`src/rtl/led_matrix_scan_pkg.sv`:
```
// Shared display constants, scan states and the map flattening rule used by
// both the snake movement stage and the LED scanner.
package snek_display_pkg;

   localparam int COLS      = 12;
   localparam int ROWS      = 9;
   localparam int MAP_BITS  = COLS * ROWS;
   localparam int MAP_IDX_W = $clog2(MAP_BITS);
   localparam int ROW_IDX_W = 4;

   typedef enum logic [1:0] {
      IDLE  = 2'd0,
      BLANK = 2'd1,
      DRIVE = 2'd2
   } scan_state_e;

   function automatic logic [MAP_IDX_W-1:0] map_index(input int x, input int y);
      return MAP_IDX_W'(x * ROWS + y);
   endfunction

endpackage

```
`src/rtl/led_matrix_scan_if.sv`:
```
// Map input from the movement stage and LED pin drive, bundled for the scanner.
interface led_matrix_scan_if;

   logic                                   scan_en;
   logic [snek_display_pkg::MAP_BITS-1:0]  map_in;
   logic                                   map_valid;
   logic [snek_display_pkg::ROWS-1:0]      row_sel;
   logic [snek_display_pkg::COLS-1:0]      col_data;
   logic                                   frame_done;
   logic [snek_display_pkg::ROW_IDX_W-1:0] row_idx;

   modport master (
      output scan_en, map_in, map_valid,
      input  row_sel, col_data, frame_done, row_idx
   );

   modport slave (
      input  scan_en, map_in, map_valid,
      output row_sel, col_data, frame_done, row_idx
   );

endinterface

```
`src/rtl/led_matrix_scan_phase_timer.sv`:
```
// Loadable down-counter timing one scan phase; done while the count sits at zero.
module phase_timer #(
   parameter int CNT_W = 4
) (
   input  logic             clk,
   input  logic             reset_n,
   input  logic             load,
   input  logic [CNT_W-1:0] load_val,
   output logic             done
);

   logic [CNT_W-1:0] count_q, count_d;

   always_comb begin
      count_d = count_q;
      if (load) begin
         count_d = load_val;
      end else if (count_q != '0) begin
         count_d = count_q - CNT_W'(1);
      end
   end

   always_ff @(posedge clk or negedge reset_n) begin
      if (!reset_n) begin
         count_q <= '0;
      end else begin
         count_q <= count_d;
      end
   end

   assign done = (count_q == '0);

endmodule

```
`src/rtl/led_matrix_scan.sv`:
```
// Row-multiplexed LED matrix scanner with double-buffered map and tear-free swap.
//
//   state | meaning
//   IDLE  | outputs off, waiting for scan_en and a pending map
//   BLANK | outputs off between rows to suppress ghosting
//   DRIVE | row_idx row driven with its column data for the dwell time
module led_matrix_scan
   import snek_display_pkg::*;
#(
   parameter int DWELL_CYCLES   = 5000,
   parameter int BLANK_CYCLES   = 50,
   parameter bit ROW_ACTIVE_LOW = 1'b0,
   parameter bit COL_ACTIVE_LOW = 1'b0
) (
   input logic              clk,
   input logic              reset_n,
   led_matrix_scan_if.slave bus
);

   localparam int MAX_PHASE = (DWELL_CYCLES > BLANK_CYCLES) ? DWELL_CYCLES : BLANK_CYCLES;
   localparam int CNT_W     = $clog2(MAX_PHASE + 1);
   localparam logic [CNT_W-1:0]     DWELL_LOAD = CNT_W'(DWELL_CYCLES - 1);
   localparam logic [CNT_W-1:0]     BLANK_LOAD = CNT_W'((BLANK_CYCLES > 0) ? BLANK_CYCLES - 1 : 0);
   localparam logic [ROW_IDX_W-1:0] LAST_ROW   = ROW_IDX_W'(ROWS - 1);
   localparam logic [ROWS-1:0]      ROW_OFF    = {ROWS{ROW_ACTIVE_LOW}};
   localparam logic [COLS-1:0]      COL_OFF    = {COLS{COL_ACTIVE_LOW}};

   scan_state_e          state_q, state_d;
   logic [ROW_IDX_W-1:0] row_idx_q, row_idx_d;
   logic [MAP_BITS-1:0]  pending_q, pending_d;
   logic [MAP_BITS-1:0]  active_q, active_d;
   logic                 pending_flag_q, pending_flag_d;
   logic                 frame_done_q, frame_done_d;
   logic [ROWS-1:0]      row_sel_q, row_sel_d;
   logic [COLS-1:0]      col_data_q, col_data_d;

   logic                 swap;
   logic                 start_row;
   logic                 tmr_load;
   logic [CNT_W-1:0]     tmr_val;
   logic                 tmr_done;

   phase_timer #(.CNT_W(CNT_W)) u_phase_timer (
      .clk      (clk),
      .reset_n  (reset_n),
      .load     (tmr_load),
      .load_val (tmr_val),
      .done     (tmr_done)
   );

   always_comb begin
      state_d      = state_q;
      row_idx_d    = row_idx_q;
      frame_done_d = 1'b0;
      swap         = 1'b0;
      start_row    = 1'b0;
      tmr_load     = 1'b0;
      tmr_val      = DWELL_LOAD;

      if (!bus.scan_en) begin
         state_d   = IDLE;
         row_idx_d = '0;
      end else begin
         case (state_q)
            IDLE: begin
               if (pending_flag_q) begin
                  swap      = 1'b1;
                  row_idx_d = '0;
                  start_row = 1'b1;
               end
            end
            BLANK: begin
               if (tmr_done) begin
                  state_d  = DRIVE;
                  tmr_load = 1'b1;
                  tmr_val  = DWELL_LOAD;
               end
            end
            DRIVE: begin
               if (tmr_done) begin
                  start_row = 1'b1;
                  if (row_idx_q == LAST_ROW) begin
                     row_idx_d    = '0;
                     frame_done_d = 1'b1;
                     swap         = pending_flag_q;
                  end else begin
                     row_idx_d = row_idx_q + ROW_IDX_W'(1);
                  end
               end
            end
            default: state_d = IDLE;
         endcase
      end

      // With no blank phase a new row goes straight back to DRIVE.
      if (start_row) begin
         tmr_load = 1'b1;
         if (BLANK_CYCLES == 0) begin
            state_d = DRIVE;
            tmr_val = DWELL_LOAD;
         end else begin
            state_d = BLANK;
            tmr_val = BLANK_LOAD;
         end
      end
   end

   // Swap reads the old pending map; a same-edge strobe refills pending and keeps the flag.
   always_comb begin
      pending_d      = bus.map_valid ? bus.map_in : pending_q;
      active_d       = swap ? pending_q : active_q;
      pending_flag_d = bus.map_valid | (pending_flag_q & ~swap);
   end

   always_comb begin
      row_sel_d  = ROW_OFF;
      col_data_d = COL_OFF;
      if (state_q == DRIVE) begin
         row_sel_d = ROW_OFF ^ (ROWS'(1) << row_idx_q);
         for (int c = 0; c < COLS; c++) begin
            col_data_d[c] = COL_OFF[c] ^ active_q[map_index(c, int'(row_idx_q))];
         end
      end
   end

   always_ff @(posedge clk or negedge reset_n) begin
      if (!reset_n) begin
         state_q        <= IDLE;
         row_idx_q      <= '0;
         pending_q      <= '0;
         active_q       <= '0;
         pending_flag_q <= 1'b0;
         frame_done_q   <= 1'b0;
         row_sel_q      <= ROW_OFF;
         col_data_q     <= COL_OFF;
      end else begin
         state_q        <= state_d;
         row_idx_q      <= row_idx_d;
         pending_q      <= pending_d;
         active_q       <= active_d;
         pending_flag_q <= pending_flag_d;
         frame_done_q   <= frame_done_d;
         row_sel_q      <= row_sel_d;
         col_data_q     <= col_data_d;
      end
   end

   assign bus.row_sel    = row_sel_q;
   assign bus.col_data   = col_data_q;
   assign bus.frame_done = frame_done_q;
   assign bus.row_idx    = row_idx_q;

endmodule

```
`src/flat_wrapper.sv`:
```
// flat-port wrapper written by rule: the top's interface ports become plain ports
module led_matrix_scan_flat import snek_display_pkg::*;
#(
   parameter int DWELL_CYCLES   = 5000,
   parameter int BLANK_CYCLES   = 50,
   parameter bit ROW_ACTIVE_LOW = 1'b0,
   parameter bit COL_ACTIVE_LOW = 1'b0
)
  (clk, reset_n, bus_scan_en, bus_map_in, bus_map_valid, bus_row_sel, bus_col_data, bus_frame_done, bus_row_idx);
  led_matrix_scan_if bus_i ();
  input logic clk;
  input logic reset_n;
  input wire logic [$bits(bus_i.scan_en)-1:0] bus_scan_en;
  input wire logic [$bits(bus_i.map_in)-1:0] bus_map_in;
  input wire logic [$bits(bus_i.map_valid)-1:0] bus_map_valid;
  output wire logic [$bits(bus_i.row_sel)-1:0] bus_row_sel;
  output wire logic [$bits(bus_i.col_data)-1:0] bus_col_data;
  output wire logic [$bits(bus_i.frame_done)-1:0] bus_frame_done;
  output wire logic [$bits(bus_i.row_idx)-1:0] bus_row_idx;
  assign bus_i.scan_en = bus_scan_en;
  assign bus_i.map_in = bus_map_in;
  assign bus_i.map_valid = bus_map_valid;
  assign bus_row_sel = bus_i.row_sel;
  assign bus_col_data = bus_i.col_data;
  assign bus_frame_done = bus_i.frame_done;
  assign bus_row_idx = bus_i.row_idx;
  led_matrix_scan #(.DWELL_CYCLES(DWELL_CYCLES), .BLANK_CYCLES(BLANK_CYCLES), .ROW_ACTIVE_LOW(ROW_ACTIVE_LOW), .COL_ACTIVE_LOW(COL_ACTIVE_LOW)) u_core (.clk(clk), .reset_n(reset_n), .bus(bus_i));
endmodule
```
`config.mk`:
```
export PLATFORM = sky130hd
export DESIGN_NAME = led_matrix_scan_flat
export DESIGN_NICKNAME = d
export VERILOG_FILES = /design/src/rtl/led_matrix_scan_pkg.sv /design/src/rtl/led_matrix_scan_if.sv /design/src/rtl/led_matrix_scan_phase_timer.sv /design/src/rtl/led_matrix_scan.sv /design/src/flat_wrapper.sv
export SDC_FILE = /design/constraint.sdc
export NUM_CORES = 1
export LEC_CHECK = 0
export CORE_AREA = 3 3 187 189
export CTS_BUF_LIST = sky130_fd_sc_hd__clkbuf_8
export DETAILED_ROUTE_END_ITERATION = 6
export DIE_AREA = 0 0 190 192
export SLEW_MARGIN = 20
export SYNTH_ARGS = -nofsm -noshare
export SYNTH_HDL_FRONTEND = slang
export SYNTH_SLANG_ARGS = --single-unit
export TNS_END_PERCENT = 1
```
`constraint.sdc`:
```
create_clock -name clk -period 5.6 [get_ports clk]
set_input_delay 0.56 -clock clk [delete_from_list [all_inputs] [get_ports clk]]
set_output_delay 0.56 -clock clk [all_outputs]
set_load 0.02 [all_outputs]
```
==> images/metal_stack.png <==
Drawn at 2 px/um. Two of the layers only.
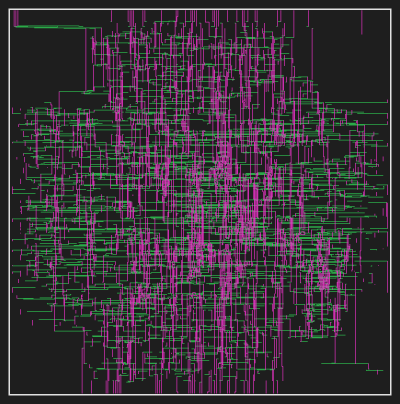
| colour | layer | wire length |
|---|---|---|
| green | met1 | 13800 um |
| magenta | met2 | 14400 um |
Tot GR Track Use: 17.3%
via count: 8462
post-DR wirelength/cell: 20.4 um
Routed WL: 31100 um

==> images/zoom.png <==
Window x 75 to 115, y 76 to 116 um. Cells in grey, sequential cells in the stronger grey; small squares are vias.
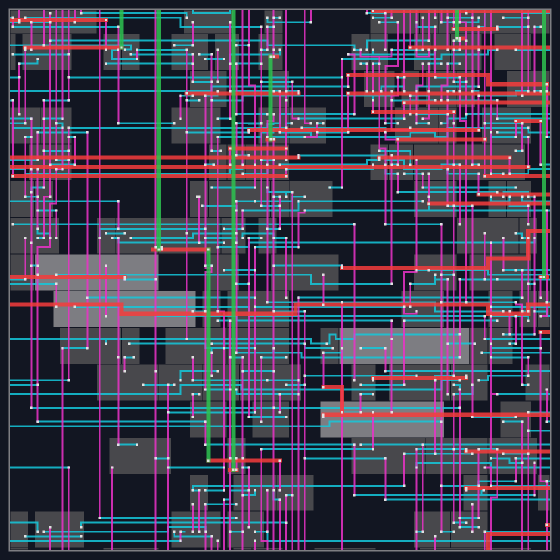
| colour | layer |
|---|---|
| cyan | met1 |
| green | met4 |
| red | met3 |
| magenta | met2 |
netlist names of flops here include: u_core.bus.col_data (2), u_core.bus.row_idx (2)
sequential cells in the window: 4
most frequent: nand2_1 (17), ha_1 (13)
cells with their middle in the window: 99

==> impl_metrics.json <==
{
  "status": "complete, no violations",
  "cts_setup_buffers": 0,
  "comb_share_pct": 40.8,
  "route.detailed.drc": 0,
  "buf_share_pct": 9.34,
  "comb_power_uw": 1020,
  "p_comb_share_pct": 19.4,
  "finClkSkew_ps": 20.9,
  "holdWs_ps": 497,
  "met2_length_um": 14400,
  "nWellTaps": 448,
  "num-fill-cells": 2955,
  "drv_cap": 0,
  "ff_type": "dfrtp_1",
  "crit_slowest_cell": "ha_1",
  "grtUsageMet1_pct": 24.9,
  "post_dp_cell_area_sq_um": 15100,
  "maxSlewViolCount": 0,
  "vias_per_cell": 5.57,
  "ys_sh_xor_pct": 1.05,
  "place_ws_ps": 1700,
  "crit_buf_inv": 1,
  "ys_warn_count": 0,
  "comb_cells": 572,
  "ys_seq_share_pct": 48.6,
  "worstHoldPathCells": 1,
  "logic_family": "multiplexers",
  "cp_slowest_stage_delay_ps": 1020,
  "fin_crit_sh_pct": 69.0,
  "dp_hpwl_um": 21400,
  "flop_area_sq_um": 6460,
  "final_nets": 1173,
  "port_buffers": 137,
  "n_all_buffers": 151,
  "critical_path_required_ps": 6040,
  "p_int_uw": 3820,
  "yosys_register_bits": 258,
  "rsz0062_at_grt": "no",
  "fa_ha_area_share_pct": 2.07,
  "p_clk_uw": 1710,
  "ff_count": 258,
  "setup-violations-final": 0,
  "wl_met1_um": 13800,
  "cts_buffers": 46,
  "hold_path.class": "reg2reg",
  "drive_gt1_share_pct": 38.8,
  "use_met3_pct": 3.65,
  "p_switching_uw": 1450,
  "insertion_delay_ps": 550,
  "fp-utilization_pct": 39.7,
  "startpoint_type": "flip-flop",
  "cts_resized": 0,
  "reg2regPathDepth": 6,
  "dominant_cells": "combinational gates",
  "dpl.cell_count": 1438,
  "p_total_uw": 5270,
  "reg.largest.list": "u_core.active_q (108), u_core.pending_q (108), u_core.u_phase_timer.count_q (13)",
  "stdcell_count": 1520,
  "max_freq_ghz": 0.259,
  "min_period_ps": 3860,
  "die-area_sq_um": 36500,
  "syn_nets": 1032,
  "ys_cells": 898,
  "firstDrtPassIters": 5,
  "clock_path_buffers": 3,
  "gr-total-overflow": 0,
  "synth.distinct_cells": 59,
  "cellLeakagePower_uw": 0.00637
}
[synthesized netlist by cell type, types with 4 or more instances]
cell type	number	area, sq um
dfrtp_1	258	6460
nor2_1	20	75.1
mux4_2	101	2270
a21oi_1	18	90.1
a2111oi_0	4	35.0
nand2_1	41	154
clkbuf_1	30	113
mux2_4	9	135
nand4_1	7	43.8
nor2b_1	7	43.8
xnor2_1	14	123
ha_1	22	275
nand2b_1	4	25.0
buf_1	6	22.5
nor3_1	11	55.1
buf_2	17	85.1
and3_1	8	50.1
mux2_2	213	2400
mux2i_1	22	220
nand3_1	5	25.0
o21ai_0	11	55.1
inv_1	8	30.0
a211oi_1	5	37.5
[worst reg2reg max path, stage by stage (launching register included)]
cell,delay [ps]
dfrtp_1,920
clkinv_1,780
ha_1,1020
mux4_2,350
mux2i_1,80
a221o_1,360
a221oi_1,260
